<file path="src/rtl/morse_pkg.sv">
// Shared definitions for the Morse letter decoder.
//   state_t      : decoder FSM states (IDLE / COLLECT / COMMIT)
//   BLANK        : active-low glyph with every segment off (word space)
//   UNKNOWN      : active-low glyph with only segment g lit
//   glyph_t      : lookup result (known flag + active-low segments a..g)
//   lookup_glyph : maps {length, code} to a glyph. The code holds the first
//                  symbol in its most significant used bit; dot=0, dash=1.
package morse_pkg;

  typedef enum logic [1:0] {
    IDLE,
    COLLECT,
    COMMIT
  } state_t;

  localparam logic [6:0] BLANK   = 7'h7F;
  localparam logic [6:0] UNKNOWN = 7'b1111110;

  typedef struct packed {
    logic       known;
    logic [6:0] seg;
  } glyph_t;

  // Table entries are written as lit segments (abcdefg, 1 = on) because that
  // reads like the glyph; the panel itself is driven active-low.
  function automatic glyph_t lit(input logic [6:0] abcdefg);
    glyph_t g;
    g.known = 1'b1;
    g.seg   = ~abcdefg;
    return g;
  endfunction

  // K, M, V, W and X have no legible seven-segment form and fall to default.
  function automatic glyph_t lookup_glyph(input logic [2:0] len, input logic [5:0] code);
    glyph_t g;
    g.known = 1'b0;
    g.seg   = UNKNOWN;
    case ({len, code})
      {3'd1, 6'b000000}: g = lit(7'b1001111); // E  .
      {3'd1, 6'b000001}: g = lit(7'b0001111); // t  -
      {3'd2, 6'b000001}: g = lit(7'b1110111); // A  .-
      {3'd2, 6'b000000}: g = lit(7'b0110000); // I  ..
      {3'd2, 6'b000010}: g = lit(7'b0010101); // n  -.
      {3'd3, 6'b000100}: g = lit(7'b0111101); // d  -..
      {3'd3, 6'b000110}: g = lit(7'b1011110); // G  --.
      {3'd3, 6'b000111}: g = lit(7'b0011101); // o  ---
      {3'd3, 6'b000010}: g = lit(7'b0000101); // r  .-.
      {3'd3, 6'b000000}: g = lit(7'b1011011); // S  ...
      {3'd3, 6'b000001}: g = lit(7'b0111110); // U  ..-
      {3'd4, 6'b001000}: g = lit(7'b0011111); // b  -...
      {3'd4, 6'b001010}: g = lit(7'b1001110); // C  -.-.
      {3'd4, 6'b000010}: g = lit(7'b1000111); // F  ..-.
      {3'd4, 6'b000000}: g = lit(7'b0110111); // H  ....
      {3'd4, 6'b000111}: g = lit(7'b0111000); // J  .---
      {3'd4, 6'b000100}: g = lit(7'b0001110); // L  .-..
      {3'd4, 6'b000110}: g = lit(7'b1100111); // P  .--.
      {3'd4, 6'b001101}: g = lit(7'b1110011); // q  --.-
      {3'd4, 6'b001011}: g = lit(7'b0111011); // y  -.--
      {3'd4, 6'b001100}: g = lit(7'b1101101); // Z  --..
      {3'd5, 6'b011111}: g = lit(7'b1111110); // 0
      {3'd5, 6'b001111}: g = lit(7'b0110000); // 1
      {3'd5, 6'b000111}: g = lit(7'b1101101); // 2
      {3'd5, 6'b000011}: g = lit(7'b1111001); // 3
      {3'd5, 6'b000001}: g = lit(7'b0110011); // 4
      {3'd5, 6'b000000}: g = lit(7'b1011011); // 5
      {3'd5, 6'b010000}: g = lit(7'b1011111); // 6
      {3'd5, 6'b011000}: g = lit(7'b1110000); // 7
      {3'd5, 6'b011100}: g = lit(7'b1111111); // 8
      {3'd5, 6'b011110}: g = lit(7'b1111011); // 9
      default: ;
    endcase
    return g;
  endfunction

endpackage

</file>
<file path="src/rtl/morse_debounce.sv">
// Button conditioning for one raw active-low push button.
//   clk, rst      : clock, asynchronous active-high reset
//   btn_n         : raw asynchronous button level (0 = pressed)
//   release_pulse : one-cycle pulse when the conditioned level goes 0 -> 1
// Build option MORSE_DEBOUNCE_EN: when defined, a new synchronized level is
// accepted only after DEB_CYCLES consecutive equal samples; otherwise the
// synchronized level is used directly and DEB_CYCLES has no effect.
module morse_debounce #(
  parameter int DEB_CYCLES = 16
) (
  input  logic clk,
  input  logic rst,
  input  logic btn_n,
  output logic release_pulse
);

  logic sync1, sync2;
  logic level, level_d;

  // Everything resets to the released level so a button held through reset
  // cannot fake a release when reset drops.
  // NOTE: sequential state uses non-blocking (<=) so every flop samples the
  // pre-edge values; blocking here would collapse the synchronizer stages.
  always_ff @(posedge clk or posedge rst) begin
    if (rst) begin
      sync1 <= 1'b1;
      sync2 <= 1'b1;
    end else begin
      sync1 <= btn_n;
      sync2 <= sync1;
    end
  end

`ifdef MORSE_DEBOUNCE_EN
  localparam int CNT_W = $clog2(DEB_CYCLES + 1);

  logic [CNT_W-1:0] cnt;
  logic             stable;

  // cnt counts consecutive samples that disagree with the accepted level;
  // any agreeing sample restarts the count.
  always_ff @(posedge clk or posedge rst) begin
    if (rst) begin
      stable <= 1'b1;
      cnt    <= '0;
    end else if (sync2 == stable) begin
      cnt <= '0;
    end else if (cnt == CNT_W'(DEB_CYCLES - 1)) begin
      stable <= sync2;
      cnt    <= '0;
    end else begin
      cnt <= cnt + 1'b1;
    end
  end

  assign level = stable;
`else
  logic deb_unused;
  assign deb_unused = |DEB_CYCLES;
  assign level      = sync2;
`endif

  always_ff @(posedge clk or posedge rst) begin
    if (rst) level_d <= 1'b1;
    else     level_d <= level;
  end

  // Both terms are flop outputs, so the pulse is glitch-free.
  assign release_pulse = level & ~level_d;

endmodule

</file>
<file path="src/rtl/morse_letter_decoder.sv">
// Morse letter decoder with a scrolling seven-segment display buffer.
//   clk, rst       : clock, asynchronous active-high reset
//   dot_n, dash_n  : raw active-low buttons; a symbol is entered on release
//   commit         : one-cycle pulse ending the current letter (word space
//                    when no symbol is held)
//   clear          : one-cycle pulse blanking the display and the partial letter
//   ssd            : active-low segments, digit k at [7k+6:7k], bit 6=a..0=g,
//                    digit 0 is the newest letter
//   sym_len        : symbols held for the current letter
//   err            : one-cycle pulse on overflow, dot+dash together, a symbol
//                    during COMMIT, or an undisplayable/unknown letter
// Build option MORSE_DEBOUNCE_EN enables the button debouncers.
module morse_letter_decoder
  import morse_pkg::*;
#(
  parameter int MAX_SYM    = 5,
  parameter int NUM_DIGITS = 4,
  parameter int DEB_CYCLES = 16
) (
  input  logic                         clk,
  input  logic                         rst,
  input  logic                         dot_n,
  input  logic                         dash_n,
  input  logic                         commit,
  input  logic                         clear,
  output logic [NUM_DIGITS*7-1:0]      ssd,
  output logic [$clog2(MAX_SYM+1)-1:0] sym_len,
  output logic                         err
);

  localparam int LEN_W = $clog2(MAX_SYM + 1);
  localparam int SSD_W = NUM_DIGITS * 7;

  state_t             state;
  logic [MAX_SYM-1:0] code;
  logic               overflow;
  logic               dot_pulse, dash_pulse;
  glyph_t             lk;
  logic [6:0]         new_glyph;
  logic               glyph_bad;

  morse_debounce #(.DEB_CYCLES(DEB_CYCLES)) u_dot (
    .clk           (clk),
    .rst           (rst),
    .btn_n         (dot_n),
    .release_pulse (dot_pulse)
  );

  morse_debounce #(.DEB_CYCLES(DEB_CYCLES)) u_dash (
    .clk           (clk),
    .rst           (rst),
    .btn_n         (dash_n),
    .release_pulse (dash_pulse)
  );

  // Glyph to write when the COMMIT state retires: empty letter is a word
  // space, an overflowed letter is forced to UNKNOWN.
  // NOTE: every output of this always_comb is assigned before any branch, so
  // no path leaves a value held and no latch is inferred.
  always_comb begin
    lk        = lookup_glyph(3'(sym_len), 6'(code));
    new_glyph = lk.seg;
    glyph_bad = ~lk.known;
    if (sym_len == '0) begin
      new_glyph = BLANK;
      glyph_bad = 1'b0;
    end else if (overflow) begin
      new_glyph = UNKNOWN;
      glyph_bad = 1'b1;
    end
  end

  // Priority is clear > commit > symbol; a commit seen together with a
  // symbol drops the symbol silently.
  always_ff @(posedge clk or posedge rst) begin
    if (rst) begin
      state    <= IDLE;
      code     <= '0;
      sym_len  <= '0;
      overflow <= 1'b0;
      err      <= 1'b0;
      ssd      <= '1;
    end else begin
      err <= 1'b0;
      if (clear) begin
        ssd      <= '1;
        code     <= '0;
        sym_len  <= '0;
        overflow <= 1'b0;
        state    <= IDLE;
      end else begin
        case (state)
          IDLE, COLLECT: begin
            if (commit) begin
              state <= COMMIT;
            end else if (dot_pulse && dash_pulse) begin
              err <= 1'b1;
            end else if (dot_pulse || dash_pulse) begin
              if (sym_len == LEN_W'(MAX_SYM)) begin
                err      <= 1'b1;
                overflow <= 1'b1;
              end else begin
                code    <= (code << 1) | MAX_SYM'(dash_pulse);
                sym_len <= sym_len + 1'b1;
                state   <= COLLECT;
              end
            end
          end
          COMMIT: begin
            ssd      <= (ssd << 7) | SSD_W'(new_glyph);
            err      <= glyph_bad | dot_pulse | dash_pulse;
            code     <= '0;
            sym_len  <= '0;
            overflow <= 1'b0;
            state    <= IDLE;
          end
          default: state <= IDLE;
        endcase
      end
    end
  end

endmodule

</file>
<file path="config.mk">
export PLATFORM = sky130hd
export DESIGN_NAME = morse_letter_decoder
export DESIGN_NICKNAME = d
export VERILOG_FILES = /design/src/rtl/morse_pkg.sv /design/src/rtl/morse_debounce.sv /design/src/rtl/morse_letter_decoder.sv
export SDC_FILE = /design/constraint.sdc
export NUM_CORES = 1
export LEC_CHECK = 0
export CELL_PAD_IN_SITES_DETAIL_PLACEMENT = 0
export CELL_PAD_IN_SITES_GLOBAL_PLACEMENT = 1
export CORE_ASPECT_RATIO = 1.5
export CORE_MARGIN = 2
export CORE_UTILIZATION = 44
export CTS_BUF_LIST = sky130_fd_sc_hd__clkbuf_8
export DETAILED_ROUTE_END_ITERATION = 8
export MAX_ROUTING_LAYER = met4
export PLACE_DENSITY = 0.79
export SYNTH_ARGS = -nofsm -noshare
export SYNTH_HDL_FRONTEND = slang
export SYNTH_SLANG_ARGS = --single-unit
export TNS_END_PERCENT = 10
</file>
<file path="constraint.sdc">
create_clock -name clk -period 3.5 [get_ports clk]
set_clock_uncertainty 0.2 [all_clocks]
set_input_delay 0.525 -clock clk [delete_from_list [all_inputs] [get_ports clk]]
set_output_delay 0.525 -clock clk [all_outputs]
set_load 0.05 [all_outputs]
</file>
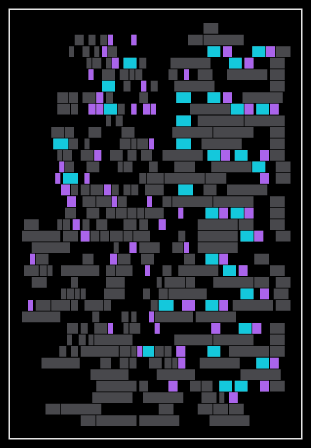
(images/logic_types.png)
family	colour	cells
NOR gates	purple	62
AND-OR and OR-AND gates	cyan	32

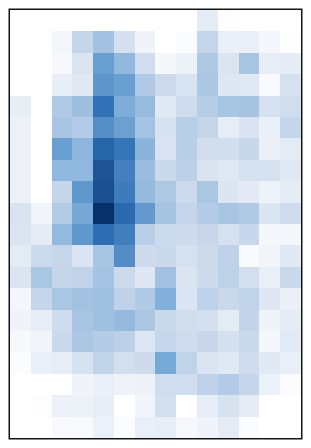
(images/metal_density.png)
The die is cut into 14 by 20 equal tiles; white is low, dark blue is high, scaled to the fullest tile. Values are wire area over tile area, all layers added.
densest ninth of the die	middle
tiles over half the peak	8.2%
mean over tiles	0.15
fullest tile	0.70
nearly empty tiles	14%
vias post-DR: 2304
Routed Wire Length: 6530 um
wire length per cell: 16.57 um
total track usage: 0.2058

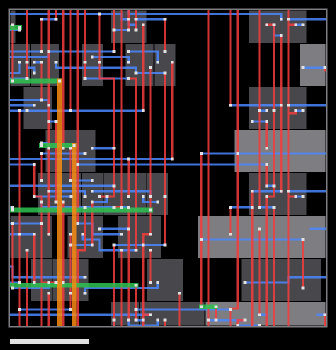
(images/detail.png)
Scale bar: 5 um. Region (24, 61) to (44, 81) um. Cells in grey, sequential cells in the stronger grey; small squares are vias.
layer	colour
metal 3	green
metal 4	orange
metal 1	blue
metal 2	red
netlist names of flops here include	`ssd` (3)
sequential cells in the window	3
cells with their middle in the window	26
most frequent	nor2_1 (3), o32a_1 (3), dfstp_2 (3)

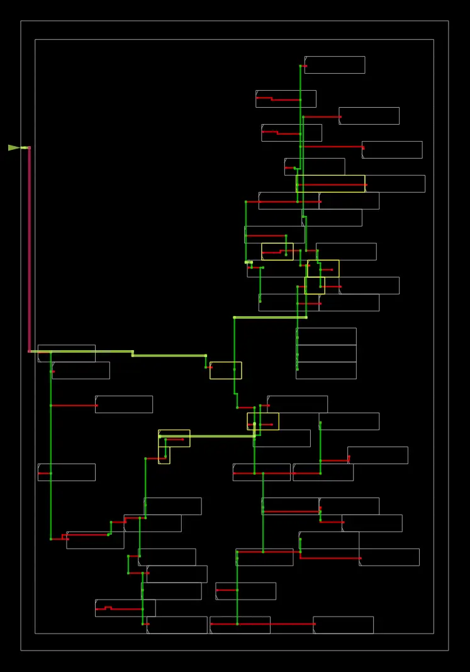
(images/clocks.png)
P_clk: 393 uW
TritonCTS buffer count: 5
TritonCTS Sinks: 46
seq_cells: 46

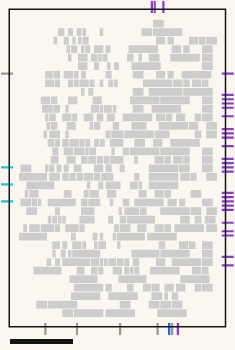
(images/io_placement.png)
Scale bar: 20 um. Pins as bars across the die edge, other pins in grey.
port	colour	pins	direction	edge
`ssd`	purple	28	output	24 right, 3 top, 1 bottom
`sym_len`	cyan	3	output	left
`clear`	blue	1	input	bottom
all pins by edge	24 right, 7 bottom, 4 left, 3 top

==> flow_metrics.tcl <==
# flow metrics
set metrics [dict create \
    gp_congestion 0.8810 \
    yosysWarnings 0 \
    met1Wirelength_um 2679 \
    holdBufCountCts 0 \
    antenna_found_initial 0 \
    relSlewSlack 0.5178 \
    dp_slack_ns 0.8321 \
    h-tree-depth 2 \
    nets 328 \
    r2r_setup_slack_ns 0.80 \
    clk_latency_ns 0.29 \
    outcome "complete, no violations" \
    viasPerCell 5.848 \
    design_area_um2 3241 \
    n_fill_cell 582 \
    tightest_slew_ns 0.7143 \
    cp_data_arrival_time_ns 2.72 \
    post_cts_buffers 0 \
    warnings 28 \
    power_density_nw_per_um2 389.1 \
    grt_max_degree 44 \
    hold_viol 0 \
    power_mw 1.261 \
    edf_count 0 \
    port_buffers 37 \
    num_rows 35 \
    drt_iter0_markers 110 \
    finalClockPeriodUsage 0.7708 \
    cp-start-kind "register" \
    die_w_um 68.61 \
    synth.avg_cell_area_um2 9.500 \
]
-- placed cells by master, fill, tap and decap left out, drive strengths merged, types with 3 or more instances in the layout --
cell type and count:
inv 8, o32a 5, dfstp 34, clkdlybuf4s50 37, nor4 3, dfrtp 12
a211o 23, ha 3, or2 4, nor3 12, nand2b 9, a31oi 4
clkbuf 5, nand2 16, nor2b 24, xnor2 4, and3 4, nand4 3
buf 9, nor2 23, o22ai 5, a21oi 17, xor2 3, o21ai 6
nand3 12
-- registers in the layout, indices dropped and copies added, names as in the netlist --
| signal | cells |
|---|---|
| code | 5 |
| err | 1 |
| overflow | 1 |
| ssd | 28 |
| state | 2 |
| sym_len | 3 |
| u_dash.level | 1 |
| u_dash.level_d | 1 |
| u_dash.sync1 | 1 |
| u_dot.level | 1 |
| u_dot.level_d | 1 |
| u_dot.sync1 | 1 |
-- report_power, final --
group          total [mW]  switching [mW]  internal [mW]
registers           0.596          0.0218          0.574
clock network       0.393           0.179          0.214
logic               0.272           0.174         0.0984
total                1.26           0.375          0.886
-- cells by family (layout without fill, tap and decap cells) --
logic type	count (synthesis)	in the layout	synth area share
DFF	46	46	0.4332
buffers and inverters	32	62	0.06903
AOI/OAI and AO/OA	79	79	0.2148
xor gates and xnor gates	7	7	0.02225
adders and majority gates	3	3	0.01363
and+or+nand+nor	121	121	0.2398
muxes	2	2	0.007266
-- area by class of cell --
class	count	area, um2	area share
inverter	8	30.03	0.009266
sequential	46	1194	0.3683
timing repair buffer	46	437.9	0.1351
tap	74	92.59	0.02857
multi-input combinational	212	1374	0.4239
clock buffer	5	68.82	0.02124
clock inverter	3	43.79	0.01351
-- layer usage --
metal	global-route usage	vias up
li1	-	1115
met1	0.2376	1097
met2	0.3410	80
met3	0.03240	12
met4	0.09538	0
met5	-	-
-- how the worst min path moves through the flow --
stage,startpoint,endpoint
floorplan,u_dash.sync1,u_dash.level
global placement,u_dot.sync1,u_dot.level
detailed placement,u_dash.sync1,u_dash.level
CTS,u_dot.sync1,u_dot.level
global route,u_dot.sync1,u_dot.level
finish,u_dot.sync1,u_dot.level
-- critical path, cell delays in order, from the launching register on --
cell,delay (ns)
dfrtp_1,0.58
or4_4,0.62
or4_4,0.51
o211ai_2,0.10
a211oi_2,0.06
and3_4,0.22
o32a_1,0.34
Power figures rest on the tool's default switching activity, not on a simulated workload.
